$ cat config.mk
export PLATFORM = sky130hd
export DESIGN_NAME = nanov_mmio
export DESIGN_NICKNAME = d
export VERILOG_FILES = /design/src/rtl/nanov_mmio.sv
export SDC_FILE = /design/constraint.sdc
export NUM_CORES = 1
export LEC_CHECK = 0
export CORE_ASPECT_RATIO = 0.9
export CORE_MARGIN = 10
export CORE_UTILIZATION = 37
export CTS_BUF_LIST = sky130_fd_sc_hd__clkbuf_4 sky130_fd_sc_hd__clkbuf_8
export DETAILED_ROUTE_END_ITERATION = 10
export GPL_ROUTABILITY_DRIVEN = 0
export PLACE_DENSITY_LB_ADDON = 0.25
export SLEW_MARGIN = 20
export SYNTH_ARGS = -nofsm -noshare
export SYNTH_HDL_FRONTEND = slang
export SYNTH_SLANG_ARGS = --single-unit
$ cat constraint.sdc
create_clock -name clk -period 1.5 [get_ports clk]
set_input_delay 0.45 -clock clk [delete_from_list [all_inputs] [get_ports clk]]
set_output_delay 0.45 -clock clk [all_outputs]
set_load 0.02 [all_outputs]
$ cat src/rtl/nanov_mmio.sv
// Memory-mapped GPIO and UART-transmit peripheral block for the nanov CPU.
// The UART transmitter is built only when NANOV_MMIO_UART_EN is defined.
module nanov_mmio #(
   parameter int CLKS_PER_BIT = 16,
   parameter int GPIO_W       = 8
) (
   input  logic              clk,
   input  logic              rstn,
   input  logic [31:0]       data_in,
   input  logic              store_addr_in,
   input  logic              store_data_in,
   output logic [31:0]       ext_data_out,
   output logic [GPIO_W-1:0] gpio_out,
   input  logic [GPIO_W-1:0] gpio_in,
   output logic              uart_tx
);

   localparam logic [15:0] BAUD_RELOAD = 16'(CLKS_PER_BIT - 1);

   logic [31:0]       addr_q;
   logic [31:0]       wdata;
   logic              periph;
   logic [3:0]        reg_idx;
   logic              wr_en;
   logic              busy;
   logic [GPIO_W-1:0] gpio_meta;
   logic [GPIO_W-1:0] gpio_sync;
   logic [31:0]       rd_data;

   assign periph  = |addr_q[31:24];
   assign reg_idx = addr_q[5:2];
   // addr_q is the pre-edge value, so a same-cycle address strobe cannot retarget this write
   assign wr_en   = store_data_in && periph;

   // The CPU presents store data bit-reversed on its data_out bus
   always_comb begin
      wdata = '0;
      for (int i = 0; i < 32; i++) wdata[i] = data_in[31-i];
   end

   always_ff @(posedge clk) begin
      if (!rstn) addr_q <= '0;
      else if (store_addr_in) addr_q <= data_in;
   end

   always_ff @(posedge clk) begin
      if (!rstn) gpio_out <= '0;
      else if (wr_en && reg_idx == 4'h0) gpio_out <= wdata[GPIO_W-1:0];
   end

   always_ff @(posedge clk) begin
      if (!rstn) begin
         gpio_meta <= '0;
         gpio_sync <= '0;
      end else begin
         gpio_meta <= gpio_in;
         gpio_sync <= gpio_meta;
      end
   end

   always_comb begin
      rd_data = '0;
      if (periph) begin
         case (reg_idx)
            4'h0:    rd_data = 32'(gpio_out);
            4'h1:    rd_data = 32'(gpio_sync);
            4'h5:    rd_data = {31'b0, busy};
            default: rd_data = '0;
         endcase
      end
   end

   always_ff @(posedge clk) begin
      if (!rstn) ext_data_out <= '0;
      else ext_data_out <= rd_data;
   end

`ifdef NANOV_MMIO_UART_EN
   typedef enum logic [1:0] {IDLE, START, DATA, STOP} uart_state_t;

   uart_state_t state, state_nxt;
   logic [15:0] baud_cnt, baud_nxt;
   logic [2:0]  bit_idx, bit_nxt;
   logic [7:0]  shift, shift_nxt;
   logic        tx_nxt;
   logic        uart_start;
   logic        unused_bits;

   assign uart_start  = wr_en && reg_idx == 4'h4;
   assign busy        = state != IDLE;
   assign unused_bits = ^{addr_q[23:6], addr_q[1:0], wdata};

   always_ff @(posedge clk) begin
      if (!rstn) begin
         state    <= IDLE;
         baud_cnt <= '0;
         bit_idx  <= '0;
         uart_tx  <= 1'b1;
      end else begin
         state    <= state_nxt;
         baud_cnt <= baud_nxt;
         bit_idx  <= bit_nxt;
         uart_tx  <= tx_nxt;
      end
   end

   always_ff @(posedge clk) shift <= shift_nxt;

   // uart_tx is registered: each state drives the level for the following bit period
   always_comb begin
      state_nxt = state;
      baud_nxt  = baud_cnt;
      bit_nxt   = bit_idx;
      shift_nxt = shift;
      tx_nxt    = uart_tx;
      case (state)
         IDLE: begin
            tx_nxt = 1'b1;
            if (uart_start) begin
               state_nxt = START;
               baud_nxt  = BAUD_RELOAD;
               shift_nxt = wdata[7:0];
               tx_nxt    = 1'b0;
            end
         end
         START: begin
            if (baud_cnt == 16'd0) begin
               state_nxt = DATA;
               baud_nxt  = BAUD_RELOAD;
               bit_nxt   = 3'd0;
               tx_nxt    = shift[0];
            end else begin
               baud_nxt = baud_cnt - 16'd1;
            end
         end
         DATA: begin
            if (baud_cnt == 16'd0) begin
               baud_nxt = BAUD_RELOAD;
               if (bit_idx == 3'd7) begin
                  state_nxt = STOP;
                  tx_nxt    = 1'b1;
               end else begin
                  bit_nxt   = bit_idx + 3'd1;
                  shift_nxt = {1'b0, shift[7:1]};
                  tx_nxt    = shift[1];
               end
            end else begin
               baud_nxt = baud_cnt - 16'd1;
            end
         end
         STOP: begin
            if (baud_cnt == 16'd0) begin
               state_nxt = IDLE;
               tx_nxt    = 1'b1;
            end else begin
               baud_nxt = baud_cnt - 16'd1;
            end
         end
         default: state_nxt = IDLE;
      endcase
   end
`else
   logic unused_bits;

   assign uart_tx     = 1'b1;
   assign busy        = 1'b0;
   assign unused_bits = ^{addr_q[23:6], addr_q[1:0], wdata, BAUD_RELOAD};
`endif

endmodule

==> job_summary.md, run 1 <==
### Yosys + OpenROAD results

| Metric | Value |
|---|---|
| Status | `finished, final reports clean` |
| Multi-input gates | `110` |
| Die Ht | `84.0 um` |
| Post-synth EDFFs | `0` |
| Worst path cell trace | `clkdlybuf4s15_1` |
| CTS tree | `built` |
| Worst setup endpoint | `gpio_out[5]` |
| Crit path max-delay cell type | `dfxtp_1` |
| Tmin final | `1.44 ns` |
| Vias in the first global route | `1,135` |
| Met2 Use GR | `13.5%` |
| Top cell category | `sequential cells` |
| Fin Setup TNS | `0 ns` |
| Post-synthesis adder-cell area fraction | `0%` |
| PwrDens | `1140 mW/mm^2` |
| Clock-cell share | `5.03%` |
| M3 GR Usage | `5.22%` |
| GRT Util Overall | `9.10%` |
| WL met2 | `1510 um` |
| Crit path DRT | `1.05 ns` |
| Layout cells sized above 1 | `10.8%` |
| Filler-free cell count of the finished design | `275` |
| Post-layout util | `50.0%` |
| DR pass1 iterations | `4` |
| Hold-fix buffers, CTS | `0` |
| Residual DRC count | `0` |
| Post-Syn Area | `0.00168 mm^2` |
| Clock Latency Late Sink | `0.29 ns` |
| Synth cell count leaders | `44 x dfxtp_1, 28 x mux2i_1, 25 x buf_4, 20 x nor2_1` |
| Setup WS pre-CTS | `-0.278 ns` |
| Post-CTS Resized | `16` |
| Fraction of area in multi-input gates | `30.3%` |
| Switch share | `24.2%` |
| CP startpoint | `gpio_out[5]` |
| Wire length per cell after detailed routing | `12.5 um` |
| Clk slew on worst S/H paths | `0.08 ns` |
| Chip Area | `0.00765 mm^2` |
| Well Taps | `62` |
| Starting DRT DRC Count | `31` |
| Clk pwr | `900 uW` |
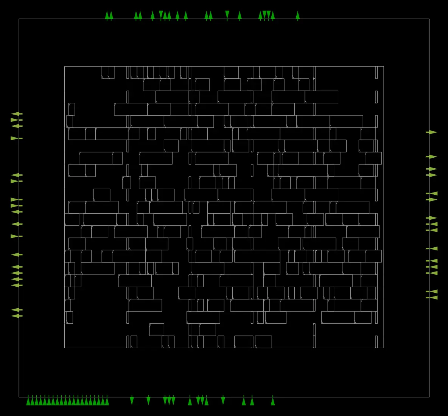
**Above:** run 1 (placement view).
sequential cells: 44
Placement Rows: 23
flop share of the area: 39.8%
core footprint: 0.00443 mm^2

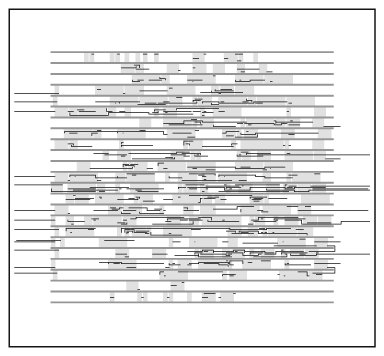
**Above:** run 1 (met1 routing).
Drawn at 4 px/um. Supply wires on this layer in gray. Cells faint in the background.
longest straight run: 28.1 um
share of all routed wire: 47%
wire length on this layer: 1,610 um
main direction: horizontal
DRT Wirelength: 3430 um
global routing usage on met1: 10.7%
via count: 1,099

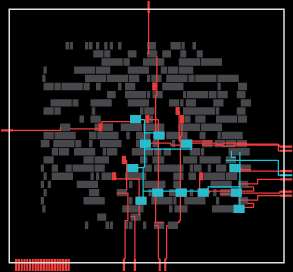
**Above:** run 1 (I/O nets highlighted).
Drawn at 3 px/um.
[store_addr_in] cyan | bits: 1 | direction: input | edge: east | end cells: 12 | buffers: 2 | wire: 141 um
[data_in] red | bits: 32 | direction: input | edge: 24 south, 6 east, 1 west, 1 north | end cells: 20 | buffers: 12 | wire: 478 um
IO Port Bufs: 39
Top Ports: 85

**Run 1: placement by cell class**

Drawn at 4 px/um.
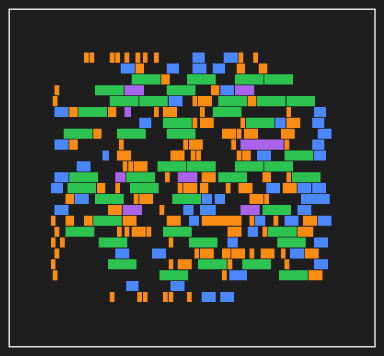

==> run 1 -> run 2 <==
--- a/config.mk
+++ b/config.mk
@@ -11,8 +11,8 @@
 export CTS_BUF_LIST = sky130_fd_sc_hd__clkbuf_4 sky130_fd_sc_hd__clkbuf_8
 export DETAILED_ROUTE_END_ITERATION = 10
 export GPL_ROUTABILITY_DRIVEN = 0
-export PLACE_DENSITY_LB_ADDON = 0.25
-export SLEW_MARGIN = 20
+export PLACE_DENSITY = 0.78
+export SLEW_MARGIN = 30
 export SYNTH_ARGS = -nofsm -noshare
 export SYNTH_HDL_FRONTEND = slang
 export SYNTH_SLANG_ARGS = --single-unit
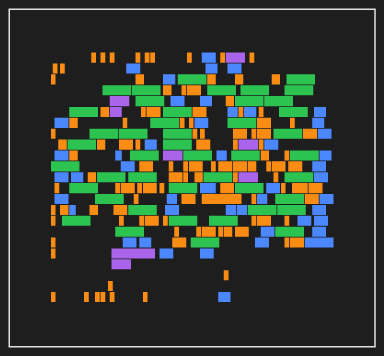
**Above:** run 2 (placement by cell class).
Drawn at 4 px/um.
[remaining buffers and delay cells] blue | cells: 47 | share of their area: 21%
[remaining logic cells] orange | cells: 112 | share of their area: 32%
[registers] green | cells: 44 | share of their area: 41%
[clock drivers and dummy loads] purple | cells: 8 | share of their area: 5.7%
flop share of the area: 40.0%
design area: 0.00220 mm^2
post-layout util: 49.7%

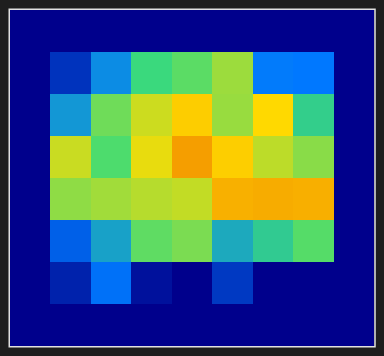
**Above:** run 2 (local utilization).
Drawn at 4 px/um. 9 x 8 tiles, from dark blue (low) to red (high), 0 to 100% covered.
densest ninth of the die: center
nearly empty tiles: 46%
tiles over 75% full: 9.7%
mean over tiles: 28%
fullest tile: 82%
fp util: 38.0%

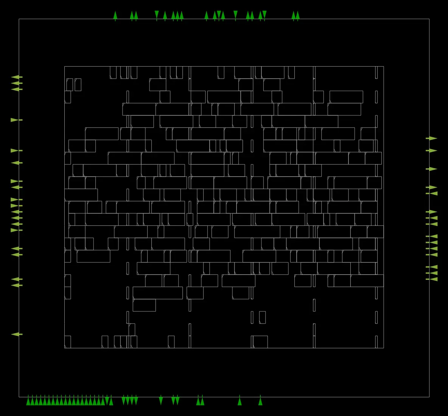
**Above:** run 2 (placement view).
Filler cells: 443
filler-free cell count of the finished design: 273
Well Taps: 62

==> run 2 against run 1 <==
Against the previous run:
- combinational power fell by 2%
- power rose by 1.6%
- utilization fell by 0.31 points
- final cell count fell by 0.73%
- largest cell class unchanged
==> job_summary.md, run 2 <==
### Yosys + OpenROAD results

| Metric | Value |
|---|---|
| Gr ovfl total | `0` |
| Max frequency | `0.690 GHz` |
| Clock-cell share | `5.51%` |
| Status | `finished, final reports clean` |
| PwrDens | `1160 mW/mm^2` |
| Via count | `1,116` |
| GRT Util Overall | `9.46%` |
| Starting DRT DRC Count | `35` |
| Top logic family | `multiplexers` |
| Leakage power | `0.987 nW` |
| Internal power | `1.94 mW` |
| Wire length per cell after detailed routing | `12.7 um` |
| Fin Setup TNS | `0 ns` |
| Global routing usage on met1 | `11.1%` |
| Top Ports | `85` |
| Hold-fix buffers, CTS | `0` |
| CTS tree | `built` |
| Placement Rows | `23` |
| Core footprint | `0.00443 mm^2` |
| IO Port Bufs | `39` |
| Worst hold path endpoint | `gpio_sync[4]` |
| Clk slew on worst S/H paths | `0.08 ns` |
| Initial antenna violation count | `0` |
| Register with the highest flop count | `addr_q` |
| Dpl cell area | `0.00210 mm^2` |
| Comb power | `362 uW` |
| CP startpoint | `gpio_out[4]` |
| Residual DRC count | `0` |
| Post-synthesis adder-cell area fraction | `0%` |
| Clock Latency Late Sink | `0.30 ns` |
| Xor/xnor share | `0%` |
| Number of clock buffers in the layout | `6` |
| Multi-input gates | `110` |
| Metal1 wirelength | `1550 um` |
| Worst vdd ir | `0.503 mV` |
| Dominant logic cell type in the layout | `dfxtp_1` |
| WL met2 | `1610 um` |
| Met2 Use GR | `14.4%` |
| Vias in the first global route | `1,153` |
| Nets | `254` |
| Synth unique cells | `14` |
| Synth Area per Inst | `10.3 um^2` |
| Worst path cell trace | `dlygate4sd2_1` |
| Crit path max-delay cell type | `dfxtp_1` |
| Clk pwr | `945 uW` |
| Post-CTS Resized | `18` |
| RSZ-0062 raised after global routing | `no` |
| Layout cells sized above 1 | `10.4%` |
| R2R cell count | `4` |
| Synth flops | `44` |
| Setup WS pre-CTS | `-0.330 ns` |
| Aoi share | `2.23%` |
| Top cell category | `sequential cells` |
| Die Ht | `84.0 um` |
| Synth top area cells | `dfxtp_1 52%, mux2i_1 17%, buf_4 11%` |
| Synth cell count leaders | `44 x dfxtp_1, 28 x mux2i_1, 25 x buf_4, 20 x nor2_1` |
| Crit path DRT | `1.05 ns` |
| Switch share | `24.4%` |
| CP Class | `flop to output pin` |
| Fraction of area in multi-input gates | `30.5%` |
| Tmin final | `1.45 ns` |
| DRT Wirelength | `3470 um` |
| M3 GR Usage | `3.87%` |
| Chip Area | `0.00765 mm^2` |
| Post-synth EDFFs | `0` |
| Worst setup endpoint | `gpio_out[4]` |
| Sequential cells | `44` |
| DR pass1 iterations | `4` |
| Post-Syn Area | `0.00168 mm^2` |
| Deepest clock path buffer count | `2` |
| Reg area | `881 um^2` |
No activity file was given, so power comes from the tool's default toggle rates.
